## src/rtl/fwrisc_uart_pkg.sv

```systemverilog
// Shared types and default timing constants for the fwrisc UART program loader.
package fwrisc_uart_pkg;

  typedef enum logic [1:0] {
    RX_IDLE,
    RX_START,
    RX_DATA,
    RX_STOP
  } rx_state_e;

  typedef enum logic [1:0] {
    LD_WAIT,
    LD_RECV,
    LD_DONE
  } ld_state_e;

  localparam int unsigned DEFAULT_CLKS_PER_BIT   = 434;        // 50 MHz / 115200
  localparam int unsigned DEFAULT_MEM_WORDS      = 4096;
  localparam int unsigned DEFAULT_TIMEOUT_CYCLES = 5_000_000;

endpackage

```

## src/rtl/fwrisc_uart_rx.sv

```systemverilog
// 8N1 UART receiver: two-flop synchronizer, mid-bit sampling FSM, one-cycle byte strobe.
module fwrisc_uart_rx
  import fwrisc_uart_pkg::*;
#(
  parameter int unsigned CLKS_PER_BIT = DEFAULT_CLKS_PER_BIT
) (
  input  logic       i_clock,
  input  logic       i_reset,
  input  logic       i_rx,
  output logic       o_byte_valid,
  output logic [7:0] o_byte_data
);

  localparam int unsigned CW = $clog2(CLKS_PER_BIT + 1);
  localparam logic [CW-1:0] HALF_LAST = CW'(CLKS_PER_BIT / 2 - 1);
  localparam logic [CW-1:0] FULL_LAST = CW'(CLKS_PER_BIT - 1);

  rx_state_e     r_state;
  logic [1:0]    r_sync;
  logic [CW-1:0] r_cnt;
  logic [2:0]    r_bit;
  logic [7:0]    r_shift;
  logic          r_valid;
  logic [7:0]    r_data;
  logic          w_rx;

  assign w_rx         = r_sync[1];
  assign o_byte_valid = r_valid;
  assign o_byte_data  = r_data;

  always_ff @(posedge i_clock) begin
    if (!i_reset) begin
      r_sync  <= 2'b11;
      r_state <= RX_IDLE;
      r_cnt   <= '0;
      r_bit   <= '0;
      r_shift <= '0;
      r_valid <= 1'b0;
      r_data  <= '0;
    end else begin
      r_sync  <= {r_sync[0], i_rx};
      r_valid <= 1'b0;
      case (r_state)
        RX_IDLE: begin
          if (!w_rx) begin
            r_state <= RX_START;
            r_cnt   <= '0;
            r_bit   <= '0;
          end
        end
        RX_START: begin
          if (r_cnt == HALF_LAST) begin
            r_cnt   <= '0;
            r_state <= w_rx ? RX_IDLE : RX_DATA;
          end else begin
            r_cnt <= r_cnt + 1'b1;
          end
        end
        RX_DATA: begin
          if (r_cnt == FULL_LAST) begin
            r_cnt   <= '0;
            r_shift <= {w_rx, r_shift[7:1]};
            r_bit   <= r_bit + 3'd1;
            if (r_bit == 3'd7) r_state <= RX_STOP;
          end else begin
            r_cnt <= r_cnt + 1'b1;
          end
        end
        RX_STOP: begin
          if (r_cnt == FULL_LAST) begin
            r_cnt   <= '0;
            r_state <= RX_IDLE;
            // A low stop bit is a framing error; the byte is simply not presented.
            if (w_rx) begin
              r_valid <= 1'b1;
              r_data  <= r_shift;
            end
          end else begin
            r_cnt <= r_cnt + 1'b1;
          end
        end
        default: r_state <= RX_IDLE;
      endcase
    end
  end

endmodule

```

## src/rtl/fwrisc_uart_loader.sv

```systemverilog
// Packs received UART bytes little-endian into instruction-RAM words; ends the load on idle timeout.
module fwrisc_uart_loader
  import fwrisc_uart_pkg::*;
#(
  parameter int unsigned CLKS_PER_BIT   = DEFAULT_CLKS_PER_BIT,
  parameter int unsigned MEM_WORDS      = DEFAULT_MEM_WORDS,
  parameter int unsigned ADDR_WIDTH     = $clog2(MEM_WORDS),
  parameter int unsigned TIMEOUT_CYCLES = DEFAULT_TIMEOUT_CYCLES
) (
  input  logic                  clock,
  input  logic                  reset,
  input  logic                  rx,
  output logic                  mem_we,
  output logic [ADDR_WIDTH-1:0] mem_addr,
  output logic [31:0]           mem_wdata,
  output logic                  program_receiving,
  output logic                  program_ov,
  output logic                  program_done,
  output logic                  core_reset_n
);

  localparam int unsigned TW = $clog2(TIMEOUT_CYCLES + 1);
  localparam logic [TW-1:0] TIMEOUT_MAX = TW'(TIMEOUT_CYCLES);
  localparam logic [ADDR_WIDTH:0] WORD_LIMIT = (ADDR_WIDTH + 1)'(MEM_WORDS);

  ld_state_e             r_state;
  logic [1:0]            r_lane;
  logic [31:0]           r_buf;
  logic [ADDR_WIDTH:0]   r_word_idx;
  logic [TW-1:0]         r_idle;
  logic                  r_mem_we;
  logic [ADDR_WIDTH-1:0] r_mem_addr;
  logic [31:0]           r_mem_wdata;
  logic                  r_ov;

  logic                  w_byte_valid;
  logic [7:0]            w_byte_data;
  logic [31:0]           w_word;
  logic                  w_timeout;
  logic                  w_emit;
  logic [31:0]           w_emit_data;

  fwrisc_uart_rx #(
    .CLKS_PER_BIT(CLKS_PER_BIT)
  ) u_rx (
    .i_clock     (clock),
    .i_reset     (reset),
    .i_rx        (rx),
    .o_byte_valid(w_byte_valid),
    .o_byte_data (w_byte_data)
  );

  // Lane 0 restarts the buffer so a timed-out partial word carries zero upper bytes.
  always_comb begin
    w_word = r_buf;
    case (r_lane)
      2'd0: w_word = {24'h0, w_byte_data};
      2'd1: w_word[15:8]  = w_byte_data;
      2'd2: w_word[23:16] = w_byte_data;
      2'd3: w_word[31:24] = w_byte_data;
      default: w_word = r_buf;
    endcase
  end

  assign w_timeout   = !w_byte_valid && (r_idle == TIMEOUT_MAX);
  assign w_emit      = (r_state == LD_RECV) &&
                       ((w_byte_valid && r_lane == 2'd3) || (w_timeout && r_lane != 2'd0));
  assign w_emit_data = w_byte_valid ? w_word : r_buf;

  always_ff @(posedge clock) begin
    if (!reset) begin
      r_state     <= LD_WAIT;
      r_lane      <= '0;
      r_buf       <= '0;
      r_word_idx  <= '0;
      r_idle      <= '0;
      r_mem_we    <= 1'b0;
      r_mem_addr  <= '0;
      r_mem_wdata <= '0;
      r_ov        <= 1'b0;
    end else begin
      r_mem_we <= 1'b0;
      case (r_state)
        LD_WAIT: begin
          if (w_byte_valid) begin
            r_state <= LD_RECV;
            r_buf   <= w_word;
            r_lane  <= r_lane + 2'd1;
            r_idle  <= '0;
          end
        end
        LD_RECV: begin
          if (w_byte_valid) begin
            r_buf  <= w_word;
            r_lane <= r_lane + 2'd1;
            r_idle <= '0;
          end else if (!w_timeout) begin
            r_idle <= r_idle + 1'b1;
          end else begin
            r_state <= LD_DONE;
          end
          if (w_emit) begin
            if (r_word_idx < WORD_LIMIT) begin
              r_mem_we    <= 1'b1;
              r_mem_addr  <= r_word_idx[ADDR_WIDTH-1:0];
              r_mem_wdata <= w_emit_data;
              r_word_idx  <= r_word_idx + 1'b1;
            end else begin
              r_ov <= 1'b1;
            end
          end
        end
        default: r_state <= LD_DONE;
      endcase
    end
  end

  assign mem_we            = r_mem_we;
  assign mem_addr          = r_mem_addr;
  assign mem_wdata         = r_mem_wdata;
  assign program_ov        = r_ov;
  assign program_receiving = (r_state == LD_RECV);
  assign program_done      = (r_state == LD_DONE);
  assign core_reset_n      = program_done;

endmodule

```

## config.mk

```make
export PLATFORM = sky130hd
export DESIGN_NAME = fwrisc_uart_loader
export DESIGN_NICKNAME = d
export VERILOG_FILES = /design/src/rtl/fwrisc_uart_pkg.sv /design/src/rtl/fwrisc_uart_rx.sv /design/src/rtl/fwrisc_uart_loader.sv
export SDC_FILE = /design/constraint.sdc
export NUM_CORES = 1
export LEC_CHECK = 0
export ABC_AREA = 1
export ABC_CLOCK_PERIOD_IN_PS = 1600
export CAP_MARGIN = 15
export CORE_MARGIN = 5
export CORE_UTILIZATION = 25
export CTS_BUF_LIST = sky130_fd_sc_hd__clkbuf_4 sky130_fd_sc_hd__clkbuf_8 sky130_fd_sc_hd__clkbuf_16
export DETAILED_ROUTE_END_ITERATION = 7
export SETUP_SLACK_MARGIN = 0.4
export SLEW_MARGIN = 10
export SYNTH_ARGS = -nofsm -noshare
export SYNTH_HDL_FRONTEND = slang
export SYNTH_SLANG_ARGS = --single-unit
export TNS_END_PERCENT = 10
```

## constraint.sdc

```tcl
create_clock -name clock -period 1.6 [get_ports clock]
set_input_delay 0.24 -clock clock [delete_from_list [all_inputs] [get_ports clock]]
set_output_delay 0.24 -clock clock [all_outputs]
set_load 0.005 [all_outputs]
```

==> out/results.tsv <==
metric	value	unit
flip-flops with a built-in enable	0	
tool warnings	35	
combinational cell power	0.000333	W
post-route ant nets	0	
status	finished, violations left	
Slew @ Worst Pin	434	ps
fraction of area in registers	30.6	%
CP Depth	11	
final setup violation count	81	
Yosys reg bits	151	
Int Power	0.00631	W
Chip Area, Yosys	7020	µm²
CTS tree	done	
critical path arrival	2090	ps
worst-path fanout max	7	
CP Cell Sequence	inv_1 > nand2_1 > nor2_1 > nand2_1 > nor2_4 > nand4_4 > nand2_8 > buf_12 > clkbuf_16 > nand4_1 > a21oi_1	
Area leader share	43.1	%
placed cell count	1466	
failing checks	negative setup slack	
area leader, netlist	dfxtp_1	
synthesis-to-layout area growth	42.1	%
critical path endpoint category	register	
reg2reg setup slack	-120	ps
Final Worst Setup Slack	-119	ps
sw frac	24.0	%
GRT overflow	0	
clk sink count	151	
final slew viol count	0	
yosys cell count	991	
fmax	582	MHz
Critical-path top delay cell	dfxtp_1	
register share after synthesis	43.1	%
Worst EP required	1970	ps
largest net degree at the start of global routing	58	
chip area	31500	µm²
PwrDens	832	nW/µm²
top_reg_cell synth	dfxtp_1	
reg2reg start	r_idle[7]$_SDFFE_PN0P_	
## placed cells by master, fill, tap and decap left out, types with 4 or more instances in the layout
master / Yosys / layout
a21oi_1: 123 / 118
buf_12: 0 / 9
buf_2: 5 / 7
buf_4: 11 / 88
buf_6: 1 / 13
clkbuf_16: 0 / 18
clkdlybuf4s15_2: 0 / 24
clkdlybuf4s50_1: 0 / 6
dfxtp_1: 151 / 134
dfxtp_2: 0 / 15
dlygate4sd2_1: 0 / 8
ha_1: 12 / 6
ha_4: 0 / 5
inv_1: 128 / 117
inv_2: 6 / 13
inv_6: 0 / 4
inv_8: 0 / 4
nand2_1: 185 / 163
nand2_2: 1 / 20
nand3_1: 38 / 34
nand4_1: 61 / 61
nor2_1: 81 / 72
nor2_2: 4 / 8
nor2_4: 1 / 6
nor3_1: 11 / 6
nor3_2: 0 / 4
o21ai_0: 78 / 28
o21ai_1: 0 / 33
o21ai_2: 0 / 17
o22ai_1: 26 / 10
o22ai_2: 0 / 8
o22ai_4: 0 / 8
or2_2: 4 / 4
xor2_1: 6 / 6
## routing by layer
metal | routed length (µm) | global-route usage, % | vias up
met5 | 0 | 0 | -
met4 | 323 | 3.90 | 0
met3 | 773 | 3.03 | 26
met2 | 9620 | 20.6 | 129
met1 | 9520 | 16.2 | 3241
li1 | - | - | 3562
## Yosys cell counts (3+ instances only)
library cell / number
a21oi_1: 123
a31oi_1: 3
buf_2: 5
buf_4: 11
clkbuf_1: 33
clkinv_1: 3
dfxtp_1: 151
ha_1: 12
inv_1: 128
inv_2: 6
nand2_1: 185
nand3_1: 38
nand4_1: 61
nor2_1: 81
nor2_2: 4
nor3_1: 11
nor4_1: 3
o21ai_0: 78
o22ai_1: 26
or2_2: 4
xor2_1: 6
m1.png
Cells faint in the background.
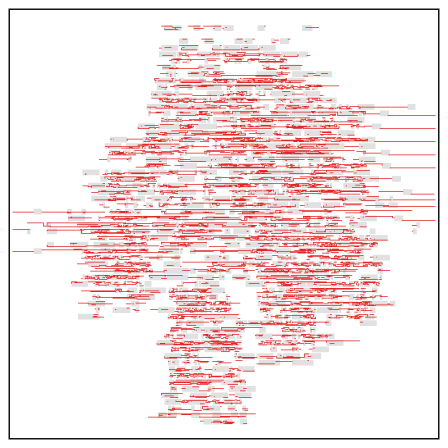
longest straight run	46.9 µm
wire length on this layer	9520 µm
main direction	horizontal

m2.png
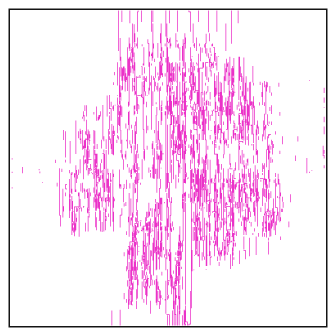
longest straight run	59.2 µm
main direction	vertical

m3.png
Cells faint in the background.
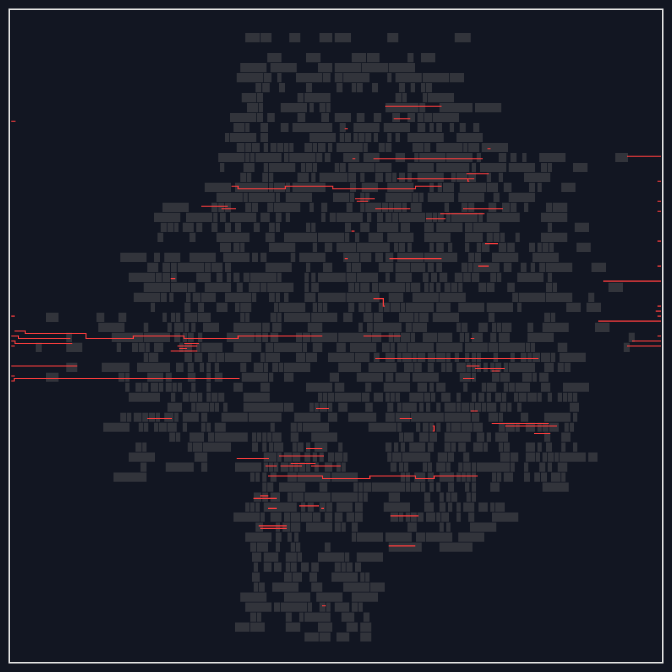
longest straight run	61.2 µm
nets with wire on the layer	66
main direction	horizontal

congestion_map.png
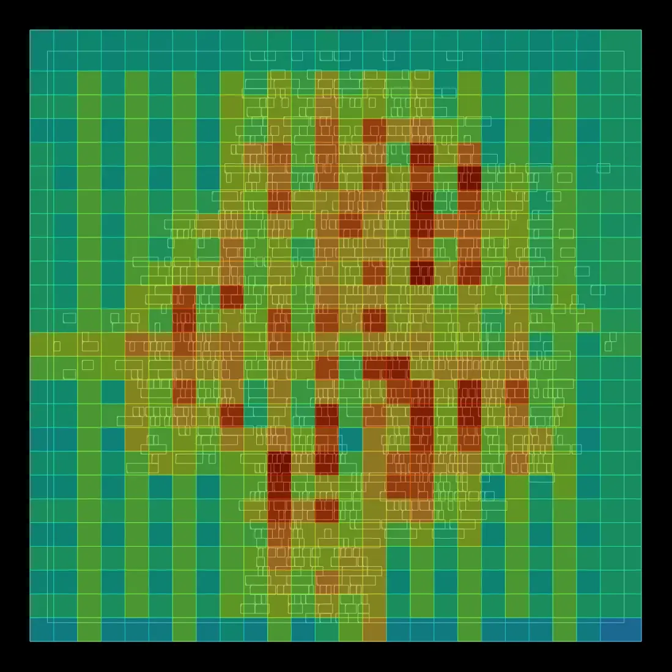
GRT Util Overall: 12.5%
GR Util met3: 3.03%
Final Util: 35.9%

Power is estimated from default activity; no workload was simulated.
